==> config.mk <==
export PLATFORM = sky130hd
export DESIGN_NAME = mux_sel_buf
export DESIGN_NICKNAME = d
export VERILOG_FILES = /design/src/rtl/mux_sel_buf.sv
export SDC_FILE = /design/constraint.sdc
export NUM_CORES = 1
export LEC_CHECK = 0
export CAP_MARGIN = 20
export CORE_AREA = 3 3 73 75
export CTS_CLUSTER_DIAMETER = 30
export DETAILED_ROUTE_END_ITERATION = 7
export DIE_AREA = 0 0 76 78
export SKIP_LAST_GASP = 1
export SLEW_MARGIN = 20
export SYNTH_ARGS = -nofsm -noshare
export SYNTH_HDL_FRONTEND = slang
export SYNTH_SLANG_ARGS = --single-unit
==> constraint.sdc <==
create_clock -name clk -period 4.7 [get_ports clk]
set_input_delay 1.41 -clock clk [delete_from_list [all_inputs] [get_ports clk]]
set_output_delay 1.41 -clock clk [all_outputs]
set_load 0.05 [all_outputs]
==> src/rtl/mux_sel_buf.sv <==
// Encoded N_IN-way selector feeding a 2-entry valid/ready output buffer.
// Optional MUX_SEL_BUF_ERR_CNT_EN adds an 8-bit saturating illegal-select counter (err_cnt).
module mux_sel_buf #(
  parameter int N_IN = 6,
  parameter int W    = 5,
  parameter int SW   = 3
) (
  input  logic              clk,
  input  logic              reset,
  input  logic [N_IN*W-1:0] in_data,
  input  logic [SW-1:0]     in_sel,
  input  logic              in_valid,
  output logic              in_ready,
  output logic [W-1:0]      out_data,
  output logic [SW-1:0]     out_sel,
  output logic              out_illegal,
  output logic              out_valid,
  input  logic              out_ready,
  output logic              err_sticky,
`ifdef MUX_SEL_BUF_ERR_CNT_EN
  output logic [7:0]        err_cnt,
`endif
  input  logic              err_clr
);

  if ((2**SW) < N_IN || N_IN < 2 || N_IN > 16) begin : g_param_chk
    $error("mux_sel_buf: need 2 <= N_IN <= 16 and 2**SW >= N_IN");
  end

  typedef struct packed {
    logic [W-1:0]  data;
    logic [SW-1:0] sel;
    logic          ill;
  } ent_t;

  ent_t       r_ent [2];
  logic [1:0] r_cnt;
  logic       r_err;
  logic       w_ill;
  logic       w_push;
  logic       w_pop;
  logic [W-1:0] w_mux;
  ent_t       w_new;

  // Out-of-range selects fall through to the last input.
  always_comb begin
    w_mux = in_data[(N_IN-1)*W +: W];
    for (int k = 0; k < N_IN; k++)
      if (int'(in_sel) == k) w_mux = in_data[k*W +: W];
  end

  assign w_ill  = (int'(in_sel) >= N_IN);
  assign w_new  = '{data: w_mux, sel: in_sel, ill: w_ill};
  assign in_ready  = (r_cnt != 2'd2);
  assign out_valid = (r_cnt != 2'd0);
  assign w_push = in_valid && in_ready;
  assign w_pop  = out_valid && out_ready;

  // Head lives in entry 0; it is left untouched when the last entry pops so outputs hold.
  always_ff @(posedge clk or posedge reset) begin
    if (reset) begin
      r_cnt    <= 2'd0;
      r_ent[0] <= '0;
      r_ent[1] <= '0;
    end else begin
      r_cnt <= r_cnt + 2'(w_push) - 2'(w_pop);
      case ({w_push, w_pop})
        2'b10: if (r_cnt == 2'd0) r_ent[0] <= w_new; else r_ent[1] <= w_new;
        2'b01: if (r_cnt == 2'd2) r_ent[0] <= r_ent[1];
        2'b11: r_ent[0] <= w_new;
        default: ;
      endcase
    end
  end

  always_ff @(posedge clk or posedge reset) begin
    if (reset)                r_err <= 1'b0;
    else if (w_push && w_ill) r_err <= 1'b1;
    else if (err_clr)         r_err <= 1'b0;
  end

`ifdef MUX_SEL_BUF_ERR_CNT_EN
  logic [7:0] r_ecnt;
  always_ff @(posedge clk or posedge reset) begin
    if (reset)                r_ecnt <= 8'd0;
    else if (err_clr)         r_ecnt <= (w_push && w_ill) ? 8'd1 : 8'd0;
    else if (w_push && w_ill && r_ecnt != 8'd255) r_ecnt <= r_ecnt + 8'd1;
  end
  assign err_cnt = r_ecnt;
`endif

  assign out_data    = r_ent[0].data;
  assign out_sel     = r_ent[0].sel;
  assign out_illegal = r_ent[0].ill;
  assign err_sticky  = r_err;

endmodule

Run 1, metal 1:
Bar = 20 µm.
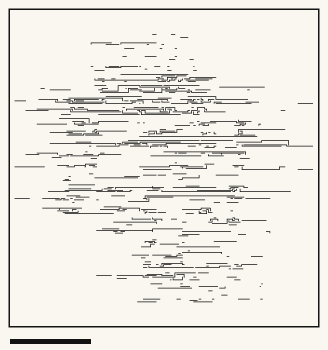
The wires run mostly horizontal. 209 nets have wire on it. The layer carries 1600 µm of wire. The longest straight run is 29.0 µm.
via count: 1259
WL final: 3.32 mm
M1 GR Usage: 16.1%

Run 1, signal wires on met2:
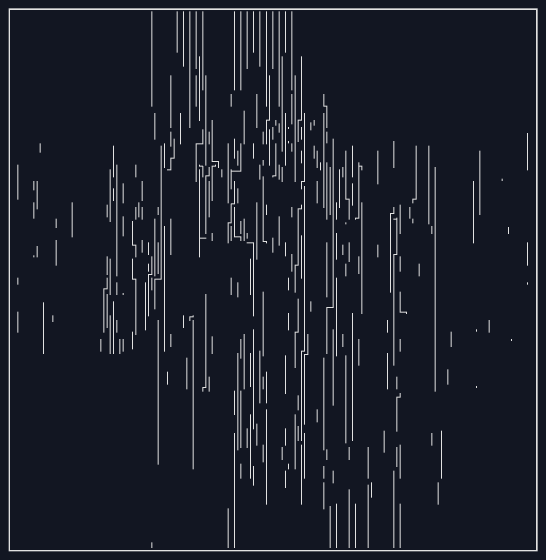
The wires run mostly vertical. The longest straight run is 32.3 µm. The layer carries 1520 µm of wire.
met2 usage: 18.5%

Run 1, metal 3:
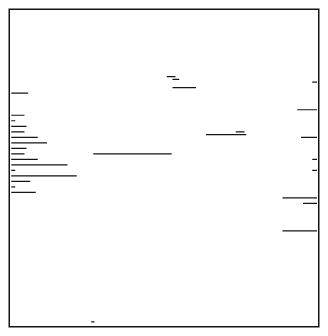
The layer carries 152 µm of wire. The wires run mostly horizontal. The longest straight run is 19.1 µm. The layer holds 4.6% of the routed length.
M3 GR Usage: 2.20%

==> metrics.cfg, run 1 <==
[final_timing]
slew_violations = 0
relSlewSlack_pct = 47.8
fin_skew_ns = 0.00134
rsz0062_at_grt = no
hold_viol = 0
fin_tns_setup_ns = 0
min_period_ns = 3.41

[worst_setup_path]
rr_endpoint = out_data[4]
r2r_start = r_cnt[1]
rrSetupSlack_ns = 2.18
cp_cell_sequence = clkdlybuf4s50_1 > nor2_1 > a32oi_1 > a221o_1 > a22oi_1 > a21oi_1
critPathLaunchType = input port

[cells_and_area]
final_nets = 243
lay_top_count = clkdlybuf4s50_1
n_fill_cell = 484
logic_area_um2 = 731
final_cell_mix = clkdlybuf4s50_1 (49), dfrtp_1 (21), nor2_1 (18)

[route]
drt_first_pass_iters = 4
drt-vias-per-instance = 4.72
wl_met1_mm = 1.60

[synthesis]
fa_ha_area_share_pct = 3.57
syn_avg_cell_area_um2 = 8.59
synth.top_cell.area_share_pct = 37.5
mux_area_share_pct = 5.99
fp_nets = 205
ys_seq_share_pct = 37.5
ys_top_logic_family = AND-OR/OR-AND gates

[clock_network]
path_clk_slew_ns = 0.07
clock_path_buffers = 2
cts_root_buf = clkbuf_8

[hold_path]
min_to = r_ent[0]
hold_path_depth = 2
hp-start = r_ent[0]

[status]
status = completed

[grt]
grt-ovfl-total = 0
top_usage_layer = met2
grt_pass1_wl_mm = 5.82

[placement]
port_buffers = 49
dp_hpwl_mm = 2.58

[floorplan]
fp_util_pct = 29.6
chipArea_um2 = 5930

[pwr]
power_frac_comb_pct = 57.4
intPower_uw = 560
switching_share_pct = 45.0
seqPwrFrac_pct = 31.3

[flow_run]
tool_warnings = 28

-- run 1: stage by stage --
step	power, µW	worst slack (ns)	area [µm²]
2_1_floorplan	793	1.79	1400
3_3_place_gp	912	1.07	1870
3_5_place_dp	914	1.04	1870
4_1_cts	1030	1.34	1920
5_1_grt	1100	1.15	1920
6_report	1020	1.29	1920
-- run 1: area by class of cell --
type / instances / share of cell area [%]
timing repair buffer: 50 / 26.0
sequential: 21 / 27.4
inverter: 9 / 1.76
clock buffer: 4 / 2.35
multi-input combinational: 116 / 38.1
tap: 67 / 4.37
-- run 1: Yosys cell counts (all sizes together) (2+ instances only) --
library cell,count
a21oi,10
xnor2,2
a31oi,6
nor2b,3
o21ai,14
o211ai,3
a221o,3
and3,2
ha,4
clkbuf,3
a22oi,3
nand2b,9
a22o,3
a32oi,3
mux2i,5
inv,9
nor2,19
buf,14
nand3,2
mux2,3
nand2,13
dfrtp,21
-- run 1: worst max-delay path: cells and delay by family --
kind / cells / cell delay, ns
AND/OR/NAND/NOR: 1 / 0.56
AND-OR/OR-AND: 4 / 0.83
buffers and inverters: 1 / 0.73
-- run 1: worst max-delay path by stage --
stage,start,endpoint,slack [ns],cells after the start
3_3_place_gp,in_sel[0],out_data[3],1.07,6
4_1_cts,in_sel[0],out_data[3],1.34,6
6_report,in_sel[0],out_data[3],1.29,6
2_1_floorplan,out_ready,out_data[4],1.79,8
5_1_grt,in_valid,out_data[0],1.15,8
3_5_place_dp,in_sel[0],out_data[3],1.04,6
-- run 1: registers in the layout, indices dropped and copies added, names as in the netlist --
name / cells
out_data: 5
r_cnt: 2
err_sticky: 1
r_ent: 9
out_illegal: 1
out_sel: 3
--- run 2 (diff from run 1) ---
- clock period: 4.7 -> 3 ns (I/O delays scaled with it)
==> run 2 against run 1 <==
Net effect: sequential cell count is the same; non-clock buffer count grew 7; clock-buffer cell count is the same; clock skew grew 0.0023 ns; synthesized cell count is the same; via count is essentially flat; global-route usage is essentially flat; critical path depth shrank 4; hold slack lost 0.0031 ns; utilization grew 1.1 points.
==> metrics.cfg, run 2 <==
[status]
status = completed

[synthesis]
ys_seq_share_pct = 37.5  ; unchanged
common_cells = dfrtp_1 (21), nor2_1 (18), o21ai_0 (14), nand2_1 (13), a21oi_1 (10)
fp_nets = 205  ; unchanged
syn_avg_cell_area_um2 = 8.59  ; unchanged

[route]
vias = 1258  ; -0.079%

[final_timing]
fin_tns_setup_ns = 0  ; unchanged

[cells_and_area]
post-route-cell-area_um2 = 1970  ; +2.7%
final_nets = 250  ; +2.9%
regMostFlops = r_ent
n_fill_cell = 473  ; -2.3%
largest_reg_flops = 9  ; unchanged

[hold_path]
hold_path_depth = 2  ; unchanged
min_to = r_ent[0]

[placement]
port_buffers = 49  ; unchanged
postPlaceCellArea_um2 = 1920  ; +2.8%

[clock_network]
path_clk_slew_ns = 0.07  ; about the same

[pwr]
power_uw = 1620  ; +59%

[worst_setup_path]
r2r_start = r_cnt[1]

[floorplan]
fp_util_pct = 29.6  ; unchanged

[run 2: report_power, final]
group	switching, µW	internal [µW]
Clock	87.7	94.4
Combinational	562	375
Sequential	82.2	422
[run 2: area by class of cell]
cell class	count	area [µm²]	share of cell area, %
clock buffer	4	45.0	2.29
inverter	9	33.8	1.72
multi-input combinational	116	731	37.1
sequential	21	526	26.7
tap	67	83.8	4.26
timing repair buffer	57	551	28.0
[run 2: per-stage QoR]
step	worst slack (ns)	hold WS, ns
3_5_place_dp	0.191	0.471
6_report	0.377	0.482
5_1_grt	0.320	0.513
2_1_floorplan	0.593	0.449
3_3_place_gp	0.233	0.462
4_1_cts	0.367	0.488
[run 2: worst max path at each step]
| stage | depth (start not counted) | end |
|---|---|---|
| after floorplan | 9 | out_data[4] |
| after detailed placement | 8 | out_data[0] |
| final | 2 | out_valid |
| after global placement | 8 | out_data[4] |
| after global routing | 2 | out_valid |
| after CTS | 2 | out_valid |
[run 2: critical path, cell delays in order (launching register included)]
cell and delay, ns:
dfrtp_1 0.43, or2_2 0.33, clkdlybuf4s50_1 0.71
[run 2: layer usage]
| layer | vias up | part of all wire [%] |
|---|---|---|
| met2 | 28 | 45 |
| met4 | 0 | 1.1 |
| met5 | - | 0 |
| li1 | 657 | - |
| met1 | 571 | 50 |
| met3 | 2 | 3.3 |
[run 2: cell families (layout without fill, tap and decap cells)]
family | Yosys count | count (layout) | share of synthesized area (%)
flip-flops | 21 | 21 | 37.5
AND/OR/NAND/NOR | 51 | 51 | 17.4
multiplexers | 8 | 8 | 5.99
buffers and inverters | 26 | 70 | 10.3
AND-OR/OR-AND | 51 | 51 | 24.0
XOR/XNOR | 2 | 2 | 1.25
adder cells (fa/ha/maj) | 4 | 4 | 3.57
Run 2, metal 1:
Bar = 20 µm.
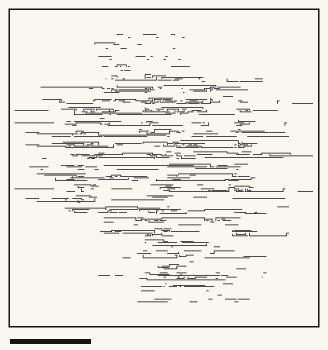
222 nets have wire on it. The layer carries 1700 µm of wire. The longest straight run is 22.1 µm.

Run 2, signal wires on met2:
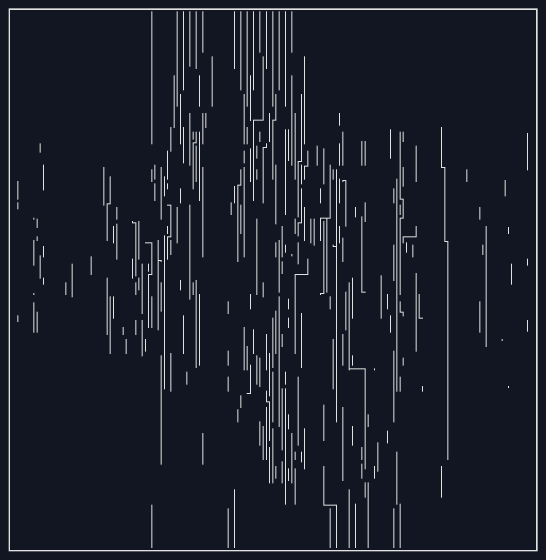
The layer holds 45% of the routed length. 191 nets have wire on it. The wires run mostly vertical.

No activity file was given, so power comes from the tool's default toggle rates.
